File: src/rtl/sipo_deserializer_pkg.sv
// Shared definitions for the serial-in/parallel-out deserializer: default
// word length and the output-side state encoding.
package sipo_deserializer_pkg;

  localparam int SIPO_WIDTH_DEFAULT = 8;

  // Output side holds at most one word awaiting the consumer.
  typedef enum logic {
    ST_EMPTY = 1'b0,
    ST_FULL  = 1'b1
  } out_state_e;

endpackage : sipo_deserializer_pkg

File: src/rtl/sipo_shift_core.sv
// Input side of the deserializer: shifts one serial bit per enabled edge,
// counts bits in the current word and flags the edge that completes a word.
// The completion flag and assembled word are combinational from the current
// state and inputs so the parent can capture the word on that very edge.
module sipo_shift_core #(
  parameter int WIDTH     = 8,
  parameter bit MSB_FIRST = 1'b1,
  localparam int CW       = $clog2(WIDTH)
) (
  input  logic             clk_i,
  input  logic             rst_i,
  input  logic             d_i,
  input  logic             en_i,
  output logic             complete_o,
  output logic [WIDTH-1:0] word_o,
  output logic [CW-1:0]    bit_cnt_o
);

  // Only WIDTH-1 prior bits need storing; the final bit comes straight from d_i.
  logic [WIDTH-2:0] sh_q, sh_d;
  logic [CW-1:0]    cnt_q, cnt_d;
  logic [WIDTH-1:0] word;
  logic             last_bit;

  // Next-state for the shift register and bit counter.
  always_comb begin
    // NOTE: every combinational output gets a default first so no path can infer a latch.
    sh_d     = sh_q;
    cnt_d    = cnt_q;
    last_bit = (cnt_q == CW'(WIDTH - 1));
    if (MSB_FIRST) begin
      word = {sh_q, d_i};
      if (en_i) sh_d = word[WIDTH-2:0];
    end else begin
      word = {d_i, sh_q};
      if (en_i) sh_d = word[WIDTH-1:1];
    end
    if (en_i) begin
      cnt_d = last_bit ? '0 : cnt_q + 1'b1;
    end
  end

  // Shift register and counter; a gap (en_i=0) holds everything.
  always_ff @(posedge clk_i) begin
    // NOTE: sequential state uses non-blocking assignments so all registers update together.
    if (rst_i) begin
      sh_q  <= '0;
      cnt_q <= '0;
    end else begin
      sh_q  <= sh_d;
      cnt_q <= cnt_d;
    end
  end

  assign complete_o = en_i && last_bit;
  assign word_o     = word;
  assign bit_cnt_o  = cnt_q;

endmodule : sipo_shift_core

File: src/rtl/sipo_deserializer.sv
// Serial-in/parallel-out deserializer. The shift core assembles words from
// the serial stream; this level presents each word on Q with done, holds it
// until Ack, and raises a sticky Overrun when a completed word is dropped.
module sipo_deserializer
  import sipo_deserializer_pkg::*;
#(
  parameter int WIDTH     = SIPO_WIDTH_DEFAULT,
  parameter bit MSB_FIRST = 1'b1,
  localparam int CW       = $clog2(WIDTH)
) (
  input  logic             Clk,
  input  logic             Rst,
  input  logic             D,
  input  logic             En,
  input  logic             Ack,
  output logic [WIDTH-1:0] Q,
  output logic             done,
  output logic             Overrun,
  output logic [CW-1:0]    BitCnt
);

  logic             complete;
  logic [WIDTH-1:0] word;

  out_state_e       state_q;
  logic [WIDTH-1:0] q_q;
  logic             done_q;
  logic             overrun_q;

  sipo_shift_core #(
    .WIDTH     (WIDTH),
    .MSB_FIRST (MSB_FIRST)
  ) u_shift_core (
    .clk_i      (Clk),
    .rst_i      (Rst),
    .d_i        (D),
    .en_i       (En),
    .complete_o (complete),
    .word_o     (word),
    .bit_cnt_o  (BitCnt)
  );

  // Output-side FSM with registered Q, done and Overrun; reset wins over all.
  always_ff @(posedge Clk) begin
    if (Rst) begin
      state_q   <= ST_EMPTY;
      q_q       <= '0;
      done_q    <= 1'b0;
      overrun_q <= 1'b0;
    end else begin
      unique case (state_q)
        ST_EMPTY: begin
          // Ack with nothing held is ignored.
          if (complete) begin
            q_q     <= word;
            done_q  <= 1'b1;
            state_q <= ST_FULL;
          end
        end
        ST_FULL: begin
          if (complete && Ack) begin
            // Consumer frees the slot on the same edge a new word lands.
            q_q <= word;
          end else if (complete) begin
            // Held word still unconsumed: the new one is lost.
            overrun_q <= 1'b1;
          end else if (Ack) begin
            // Q keeps its last value; only done drops.
            done_q  <= 1'b0;
            state_q <= ST_EMPTY;
          end
        end
        default: state_q <= ST_EMPTY;
      endcase
    end
  end

  assign Q       = q_q;
  assign done    = done_q;
  assign Overrun = overrun_q;

endmodule : sipo_deserializer

File: config.mk
export PLATFORM = sky130hd
export DESIGN_NAME = sipo_deserializer
export DESIGN_NICKNAME = d
export VERILOG_FILES = /design/src/rtl/sipo_deserializer_pkg.sv /design/src/rtl/sipo_shift_core.sv /design/src/rtl/sipo_deserializer.sv
export SDC_FILE = /design/constraint.sdc
export NUM_CORES = 1
export LEC_CHECK = 0
export CORE_AREA = 3 3 49 51
export DETAILED_ROUTE_END_ITERATION = 7
export DIE_AREA = 0 0 52 54
export GPL_TIMING_DRIVEN = 0
export PLACE_DENSITY = 0.7
export RECOVER_POWER = 50
export REMOVE_ABC_BUFFERS = 1
export SYNTH_ARGS = -nofsm -noshare
export SYNTH_HDL_FRONTEND = slang
export SYNTH_SLANG_ARGS = --single-unit
export TNS_END_PERCENT = 30
File: constraint.sdc
create_clock -name Clk -period 2.5 [get_ports Clk]
set_clock_uncertainty 0.2 [all_clocks]
set_input_delay 0.5 -clock Clk [delete_from_list [all_inputs] [get_ports Clk]]
set_output_delay 0.5 -clock Clk [all_outputs]
set_load 0.02 [all_outputs]
### M1 wires, run 1

Scale bar: 20 µm.
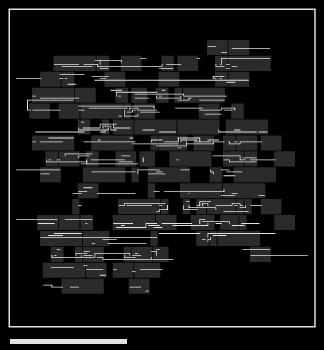
- nets with wire on the layer: 98
- main direction: horizontal
- longest straight run: 26.2 µm
Via Count: 579
met1 GRT Util: 15.1%
final WL: 1380 µm

### Signal wires on met2, run 1

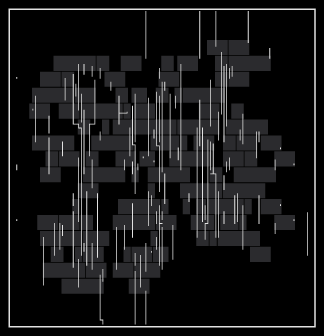
- nets with wire on the layer: 84
- main direction: vertical
- longest straight run: 21.8 µm
- share of all routed wire: 46%

### Metal 3, run 1

Scale bar: 20 µm.
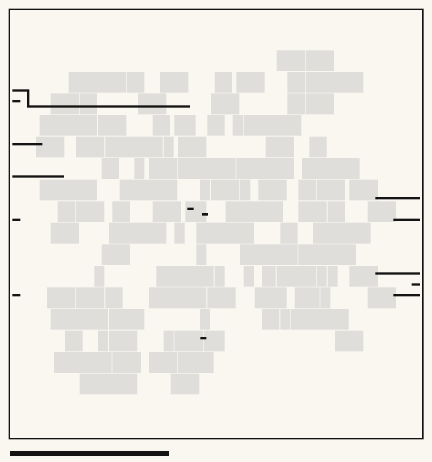
- wire length on this layer: 54.2 µm
- main direction: horizontal

### Cell placement, run 1

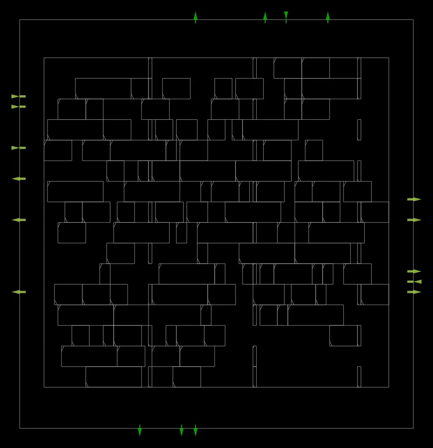
core area: 1980 µm²
Final Util: 54.5%

## run 1: metal layers
metal  track usage, %  share of wire [%]  vias to the layer above
li1                 -                  -                      307
met1             15.1                 48                      255
met2             18.6                 46                       13
met3             2.49                3.9                        4
met4             7.86                2.0                        0
met5                0                  0                        -
## run 1: registers in the layout, indices dropped and copies added, names as in the netlist
| signal | cells |
|---|---|
| u_shift_core.bit_cnt_o | 3 |
| Overrun | 1 |
| u_shift_core.sh_q | 7 |
| Q | 8 |
| state_q | 1 |
| done | 1 |
## run 1: worst max-delay path: cells and delay by family
family,cells,cell delay (ps)
and+or+nand+nor,2,360
buffers and inverters,1,1030
muxes,1,220
## run 1: layout make-up
type	instances	area [µm²]	area share (%)
well taps	27	33.8	3.12
clock buffers	4	26.3	2.43
multi-input cells	57	427	39.5
inverters	1	3.75	0.347
flip-flops and latches	21	420	38.9
repair buffers	17	170	15.7
## run 1: cell usage after synthesis
library cell and number:
nor2_1 13, mux2i_1 18, nor2_8 1, buf_4 1, buf_2 2, a221oi_1 1
inv_1 1, nor2b_4 1, a31oi_1 1, nand2_1 2, nand2b_1 16, buf_6 1
nand2_4 1, a21oi_1 1, ha_1 2, dfxtp_1 21, clkbuf_1 1
## run 1: kinds of logic after synthesis
group           count (synthesis)
mux                            18
compound gates                  3
fa+ha+maj                       2
buf+inv                         6
flops                          21
simple gates                   34
## run 1: worst paths after layout
| kind | from | endpoint | cells past startpoint |
|---|---|---|---|
| min reg2reg | Q[1] | Q[1] | 2 |
| max | En | Q[3] | 4 |
| max reg2reg | u_shift_core.bit_cnt_o[0] | Q[3] | 5 |
| min | Q[1] | Q[1] | 2 |
## run 1: metrics by stage
step                utilization [%]  worst slack [ps]
floorplan                         -               929
global placement               53.2               187
detailed placement             53.2               145
CTS                            54.5               466
global route                   54.5               318
finish                         54.5               402
## run 1: power breakdown
part / leakage [nW] / internal (W) / switching (W)
clock network: 0.0150 / 0.0000621 / 0.0000963
logic: 0.230 / 0.0000226 / 0.0000211
registers: 0.170 / 0.000339 / 0.00000403
total: 0.414 / 0.000424 / 0.000121
==> impl_metrics.yaml, run 1 <==
# generated from flow reports
run_status:
  status: "finished clean"
run:
  drv_cap: 0
  warnings: 25
setup_path:
  max_stage_delay_ps: 1030
  worstPathCellList: "dlygate4sd3_1 -> nand2_4 -> nor2_8 -> mux2i_1"
  cp-end-kind: "register"
  rrSetupSlack_ps: 850
  cp.required_ps: 2520
  slowest_stage: "dlygate4sd3_1"
  crit_fanout: 13
  crit_type: "primary input to register"
  start_kind: "primary input"
  cp.arrival_ps: 2120
clock_tree:
  post_cts_buffers: 0
  clock_sinks: 21
  clk_latency_ps: 300
  h-tree-depth: 1
  post_cts_resized: 0
  clkSlewWorstSetupHoldPaths_ps: 110
  hold_buffers: 0
  cts_buffers: 3
  clockBufferDepth: 2
  cts_tree: "yes"
  root_buffer: "clkbuf_4"
timing:
  slew_headroom_pct: 46.0
  max_freq_mhz: 477
  post-route-min-period_ps: 2100
  maxSlewViolCount: 0
  setup_viol: 0
  worst_pin_slew_ps: 807
  hold_violations: 0
  hold_ws_ps: 273
  rsz0062_at_grt: "false"
  setup_tns_ps: 0
  fin_crit_sh_pct: 83.9
logic_synthesis:
  yosys_area_um2: 883
  syn_area_per_cell_um2: 10.5
  synth_flops: 21
  logic_family: "simple AND/OR/NAND/NOR gates"
  ys_cells: 84
  synthesis.area_um2: 883
  synthTopCellsByArea: "dfxtp_1 (48%), mux2i_1 (20%), nand2b_1 (11%), nor2_1 (5.5%), ha_1 (2.8%)"
  ys_seq_share_pct: 47.6
  ys_sh_simple_pct: 22.8
  top_cell_area_share_pct: 47.6
  yosys.area_share.aoi_pct: 2.27
  syn_inst: 84
  yosys_warnings: 0
  synth_cell_types: 17
  adder_share_pct: 2.83
  synth.largest_area_cell: "dfxtp_1"
  mux_share_pct: 20.4
  ys_sh_xor_pct: 0
power:
  power_w: 0.000546
  leakagePower_nw: 0.414
  p_per_area_nw_per_um2: 505
  ir_drop_v: 0.000277
finish:
  layout_top_cell: "dfxtp_1"
  fillers: 180
  layout_top_cells: "dfxtp_1 (21), mux2i_1 (18), nand2b_1 (16)"
  fin_cells: 127
  insertedDiodeCount: 0
  nets: 108
  syn_to_final_growth_pct: 22.4
  design_area_um2: 1080
  drive_above_1_share_pct: 6.00
floorplanning:
  io_pins: 18
  die_w_um: 52
  initCoreUtil_pct: 44.6
  die_h_um: 54
  rows: 16
  die-area_um2: 2810
detailed_routing:
  wire_per_inst_um: 10.8
  drt_first_pass_iters: 4
  drt_iter0_drc: 4
  routed_via_density: 4.56
  antenna_left: 0
  drc: 0
placement:
  gp_congestion: 0.654
  dp.cells: 123
  numPortBuffers: 17
  dpl_cell_area_um2: 1050
  post-dp-hpwl_um: 946
global_route:
  antenna_found_initial: 0
  grt-ovfl-total: 0
  grt_pass1_wl_um: 2410
  grt_pass1_vias: 549
  grt_use_total_pct: 12.0
  grt_max_degree: 30
min_path:
  hp-class: "register to register"
### Sequential cells grouped by signal name, run 1

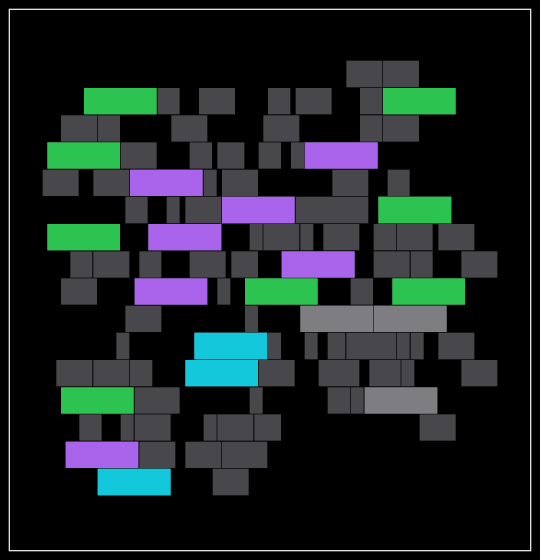

==> run 2, diff against run 1 <==
--- a/config.mk
+++ b/config.mk
@@ -9,7 +9,7 @@
 export DETAILED_ROUTE_END_ITERATION = 7
 export DIE_AREA = 0 0 52 54
 export GPL_TIMING_DRIVEN = 0
-export PLACE_DENSITY = 0.7
+export PLACE_DENSITY = 0.73
 export RECOVER_POWER = 50
 export REMOVE_ABC_BUFFERS = 1
 export SYNTH_ARGS = -nofsm -noshare
==> constraint.sdc (replaced) <==
create_clock -name Clk -period 1.8 [get_ports Clk]
set_clock_uncertainty 0.2 [all_clocks]
set_input_delay 0.36 -clock Clk [delete_from_list [all_inputs] [get_ports Clk]]
set_output_delay 0.36 -clock Clk [all_outputs]
set_load 0.02 [all_outputs]
### Sequential cells grouped by signal name, run 2

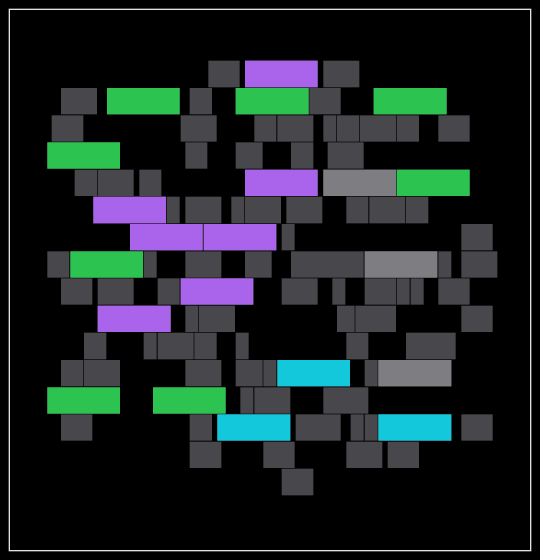
- green: Q (placed flops 8)
- purple: u_shift_core.sh_q (placed flops 7)
- cyan: u_shift_core.bit_cnt_o (placed flops 3)
- not colored: 3
sequential power: 0.000477 W
Final Util: 53.7%
FF+latch area: 420 µm²

==> run 2 against run 1 <==
Net effect: core utilization fell by 0.88 points; clock power grew 38%; via count up 0.86%; global-route usage grew 0.12 points; synthesized cell count unchanged; sequential cell count unchanged; clock-buffer cell count unchanged; setup slack got worse by 240 ps; sequential share of layout area rose by 0.64 points; non-clock buffer count unchanged; total power up 38%; synthesized area unchanged; largest power group unchanged; highest routed layer unchanged.
==> impl_metrics.yaml, run 2 <==
# generated from flow reports
run_status:
  status: "finished clean"
floorplanning:
  initCoreUtil_pct: 44.6
  rows: 16
  die_w_um: 52
  core-area_um2: 1980
timing:
  finalWorstSetupSlack_ps: 160
  slew_headroom_pct: 45.8
  post-route-min-period_ps: 1640
  hold_violations: 0
  maxSlewViolCount: 0
  worst_pin_slew_ps: 810
logic_synthesis:
  common_cells: "dfxtp_1 (21), mux2i_1 (18), nand2b_1 (16), nor2_1 (13)"
  syn_inst: 84
  mux_share_pct: 20.4
  ys_async_sr_fraction_pct: 0
  synthesis.area_um2: 883
  ff_type: "dfxtp_1"
  yosys_area_um2: 883
  adder_share_pct: 2.83
  synth-edff-count: 0
  synthTopCellsByArea: "dfxtp_1 (48%), mux2i_1 (20%), nand2b_1 (11%), nor2_1 (5.5%), ha_1 (2.8%)"
  ys_cells: 84
  synth_dominant_cell_count: "dfxtp_1"
  synth_flops: 21
  ys_seq_share_pct: 47.6
finish:
  drive_above_1_share_pct: 6.00
  layout_top_cell: "dfxtp_1"
  fillers: 185
  largest_reg_flops: 8
  nets: 108
global_route:
  grt_max_degree: 30
  grt_pass1_vias: 580
  grt_pass1_wl_um: 2510
  antenna_found_initial: 0
run:
  drv_cap: 0
clock_tree:
  h-tree-depth: 1
  root_buffer: "clkbuf_4"
  post_cts_buffers: 0
  clk_latency_ps: 290
  clockBufferDepth: 2
  clock_sinks: 21
detailed_routing:
  antenna_left: 0
  drt_iter0_drc: 9
  drc: 0
  drt_first_pass_iters: 4
  routed_via_density: 4.60
setup_path:
  crit_family: "buffers and inverters"
  crit_type: "primary input to register"
  worstPathCellList: "clkdlybuf4s50_1 -> nand2b_1 -> mux2i_1"
  start_kind: "primary input"
  cp_num_buf_inv: 1
  crit_path_start: "Rst"
  crit_fanout: 29
  timing.rr.start: "u_shift_core.bit_cnt_o[0]"
  cp.arrival_ps: 1620
  cp.required_ps: 1780
  slowest_stage: "clkdlybuf4s50_1"
  max_stage_delay_ps: 1000
power:
  power_w: 0.000752
  leakagePower_nw: 0.462
  p_per_area_nw_per_um2: 707
min_path:
  hold_path_startpoint: "Q[1]"
  hp-class: "register to register"
placement:
  gp_congestion: 0.701
## run 2: cell types whose count changed in the layout (fill, tap and decap cells not counted), sizes merged
cell	before	now
clkdlybuf4s50	12	3
dlygate4sd2	0	14
dlygate4sd3	5	0
## run 2: cell families after synthesis
family,count (synthesis)
AND-OR/OR-AND,3
adder cells (fa/ha/maj),2
buffers and inverters,6
flip-flops,21
multiplexers,18
AND/OR/NAND/NOR,34
## run 2: final timing paths
kind / slack [ps] / depth (start not counted) / end
hold / removal: 270 / 2 / Q[1]
setup / recovery: 160 / 3 / Q[4]
setup reg to reg: 200 / 5 / Q[3]
hold reg to reg: 270 / 2 / Q[1]
## run 2: metal layers
layer	share of wire [%]	GRT usage (%)	vias to the layer above
met5	0	0	-
met4	0.88	6.55	0
met3	5.3	2.77	2
met2	42	19.2	12
met1	51	15.3	265
li1	-	-	305
## run 2: stage by stage
stage / instances / area (µm²) / setup TNS [ps] / hold slack (ps)
after floorplan: 79 / 851 / 0 / 232
after global placement: 123 / 1050 / -4810 / 252
after detailed placement: 123 / 1050 / -4880 / 259
after CTS: 127 / 1060 / 0 / 280
after global routing: 127 / 1060 / 0 / 298
final: 127 / 1060 / 0 / 274
## run 2: what timing repair did
action / CTS / global route
setup endpoints to repair: 21 / 0
gates resized: 14 / 0
hold buffers: 0 / 0
## run 2: tightest hold or removal path: cells and delay by family, from the launching register on
kind             cells  cell delay, ps
flip-flops           1             320
AND/OR/NAND/NOR      1              60
multiplexers         1              60
## run 2: power by group
part / switching [W] / internal (W)
clock: 0.000132 / 0.0000861
combinational: 0.0000290 / 0.0000281
sequential: 0.00000530 / 0.000471
total: 0.000166 / 0.000586
## run 2: final cells by class
cell class / instances / area [µm²] / area share, %
Sequential cell: 21 / 420 / 39.5
Clock buffer: 4 / 26.3 / 2.47
Inverter: 1 / 3.75 / 0.353
Timing Repair Buffer: 17 / 153 / 14.4
Multi-Input combinational cell: 57 / 427 / 40.1
Tap cell: 27 / 33.8 / 3.18
### M1 wires, run 2

Scale bar: 20 µm.
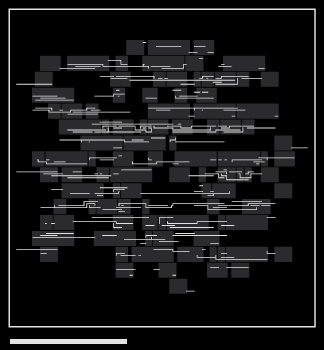

==> run 3, diff against run 2 <==
--- a/config.mk
+++ b/config.mk
@@ -5,14 +5,15 @@
 export SDC_FILE = /design/constraint.sdc
 export NUM_CORES = 1
 export LEC_CHECK = 0
-export CORE_AREA = 3 3 49 51
+export CORE_AREA = 3 3 48 50
 export DETAILED_ROUTE_END_ITERATION = 7
-export DIE_AREA = 0 0 52 54
+export DIE_AREA = 0 0 51 53
 export GPL_TIMING_DRIVEN = 0
 export PLACE_DENSITY = 0.73
 export RECOVER_POWER = 50
 export REMOVE_ABC_BUFFERS = 1
 export SYNTH_ARGS = -nofsm -noshare
 export SYNTH_HDL_FRONTEND = slang
+export SYNTH_HIERARCHICAL = 1
 export SYNTH_SLANG_ARGS = --single-unit
 export TNS_END_PERCENT = 30
### M1 wires, run 3

Scale bar: 20 µm.
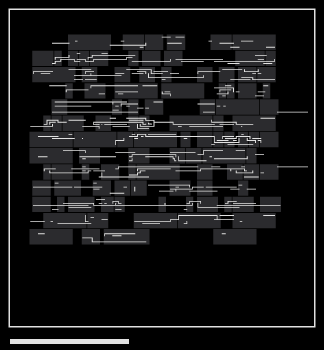
- nets with wire on the layer: 103
- longest straight run: 16.6 µm
- share of all routed wire: 45%
- wire length on this layer: 674 µm
- main direction: horizontal
Via Count: 646
final WL: 1490 µm

==> run 3 against run 2 <==
Net effect: cell count is 3.9% higher; fmax is 0.83% lower; cell area is 0.47% lower; hold slack worse by 0.60 ps; core utilization is 0.85 points higher; sequential cell count stayed put; critical path depth is 2 higher; clock-buffer cell count is 1 lower; critical endpoint is now Q[1].
==> impl_metrics.yaml, run 3 <==
# generated from flow reports
timing:
  fin_crit_sh_pct: 91.9
  post-route-min-period_ps: 1650
  worst_pin_slew_ps: 732
  max_freq_mhz: 605
  setup_viol: 0
  hold_violations: 0
  setup_tns_ps: 0
  slew_headroom_pct: 51.0
  maxSlewViolCount: 0
  rsz0062_at_grt: "false"
clock_tree:
  root_buffer: "clkbuf_4"
  clock_sinks: 21
  hold_buffers: 0
  cts_buffers: 3
  cts_tree: "yes"
  clkSlewWorstSetupHoldPaths_ps: 120
  h-tree-depth: 1
  clockBufferDepth: 2
  clk_latency_ps: 310
logic_synthesis:
  ff_type: "dfxtp_1"
  synthesis.area_um2: 828
  synth_cell_types: 17
  synth-edff-count: 0
  yosys_warnings: 6
  ys_async_sr_fraction_pct: 0
  ys_cells: 84
  top_cell_area_share_pct: 50.8
  syn_inst: 84
  synth.largest_area_cell: "dfxtp_1"
  synth_flops: 21
  ys_seq_share_pct: 50.8
  yosys_area_um2: 828
  syn_area_per_cell_um2: 9.86
  common_cells: "dfxtp_1 (21), nor2_1 (12), a21oi_1 (11), mux2i_1 (9), nand3b_1 (8)"
  synth_dominant_cell_count: "dfxtp_1"
  synthTopCellsByArea: "dfxtp_1 (51%), mux2i_1 (11%), nand3b_1 (7.3%), a21oi_1 (6.6%), nor2_1 (5.4%)"
setup_path:
  crit_path_start: "En"
  crit_family: "buffers and inverters"
  cp-end-kind: "register"
  slowest_stage: "clkdlybuf4s15_1"
  crit_fanout: 12
  max_stage_delay_ps: 520
  start_kind: "primary input"
  cp.required_ps: 1770
  timing.rr.start: "u_shift_core/bit_cnt_o[0]"
  cp_num_buf_inv: 2
  cp.arrival_ps: 1620
  crit_type: "primary input to register"
  worstPathCellList: "clkdlybuf4s15_1 -> and2_4 -> clkinvlp_4 -> o21ai_1 -> a21oi_1"
placement:
  numPortBuffers: 17
  gp_congestion: 0.689
  dp.cells: 122
  post-dp-hpwl_um: 996
floorplanning:
  initCoreUtil_pct: 42.7
  die_w_um: 51
  die_h_um: 53
  core-area_um2: 1940
  die-area_um2: 2700
  io_pins: 18
  rows: 16
global_route:
  grt_max_degree: 22
  grt_pass1_vias: 541
  antenna_found_initial: 0
  grt_pass1_wl_um: 2390
  grt-ovfl-total: 0
  grt_use_total_pct: 12.3
power:
  p_per_area_nw_per_um2: 706
  ir_drop_v: 0.000481
  power_w: 0.000747
  leakagePower_nw: 0.465
min_path:
  hold_path_startpoint: "Q[0]"
  hp-class: "register to register"
finish:
  fin_util_pct: 54.5
  layout_top_cell: "dfxtp_1"
  fillers: 193
  fin_cells: 132
  drive_above_1_share_pct: 14.3
  syn_to_final_growth_pct: 27.8
  insertedDiodeCount: 0
  nets: 113
  largest_reg_flops: 8
  layout_top_cells: "dfxtp_1 (20), dlygate4sd2_1 (13), nor2_1 (12)"
detailed_routing:
  antenna_left: 0
  drt_first_pass_iters: 4
  drt_iter0_drc: 9
  wire_per_inst_um: 11.3
  routed_via_density: 4.89
  drc: 0
run:
  warnings: 25
  drv_cap: 0
run_status:
  status: "finished clean"
## run 3: netlist changes by cell type after synthesis, moves of 2 or more
cell	delta
nand3b_1	+8
nand2_1	-2
a21oi_1	+10
nand2b_1	-15
o21ai_1	+7
buf_2	-2
mux2i_1	-9
clkbuf_1	+2
## run 3: worst register-to-register path: cells and delay by family (launching register included)
kind            cells  cell delay (ps)
buf+inv             1              160
fa+ha+maj           2              300
simple gates        1              230
compound gates      2              230
flops               1              370
## run 3: timing repair
action,4_1_cts,5_1_grt
cloned,1,0
gates resized,18,2
endpoints found under the setup margin,24,9
buffers inserted,0,5
pin swaps,0,0
## run 3: metrics by stage
step	instance area, µm²	hold WS, ps	setup WS [ps]
final	1060	273	146
after detailed placement	995	264	-775
after CTS	1020	281	33.5
after floorplan	791	229	4.28
after global routing	1060	308	1.09
after global placement	995	250	-759
## run 3: path summary, 6_finish.rpt
check          to  slack (ps)  cells after the start
max reg2reg  Q[1]         180                      6
min reg2reg  Q[0]         270                      2
min          Q[0]         270                      2
max          Q[1]         150                      5
## run 3: logic make-up after synthesis
logic type / synth area share (%)
flops: 50.8
mux: 10.9
fa+ha+maj: 3.02
buf+inv: 5.44
compound gates: 13.0
simple gates: 16.9
## run 3: final cells by class
| type | instances | area [µm²] | share of cell area (%) |
|---|---|---|---|
| Sequential cell | 21 | 422 | 39.8 |
| Multi-Input combinational cell | 55 | 365 | 34.5 |
| Timing Repair Buffer | 22 | 191 | 18.1 |
| Tap cell | 27 | 33.8 | 3.19 |
| Clock buffer | 3 | 22.5 | 2.13 |
| Inverter | 2 | 11.3 | 1.06 |
| Timing Repair inverter | 1 | 7.51 | 0.709 |
| Clock inverter | 1 | 5.00 | 0.473 |
## run 3: where the power goes
part | switching [W] | internal, W
clock | 0.000143 | 0.0000830
combinational | 0.0000247 | 0.0000207
sequential | 0.00000483 | 0.000471
## run 3: layer usage
layer  share of wire, %  global-route usage (%)  wire (µm)  up-vias
met5                  0                       0          0        -
met4                2.0                    6.73         30        0
met3                6.5                    5.63         97        5
met2                 46                    18.7        685       15
met1                 45                    14.3        674      296
li1                   -                       -          -      330
Power figures rest on the tool's default switching activity, not on a simulated workload.
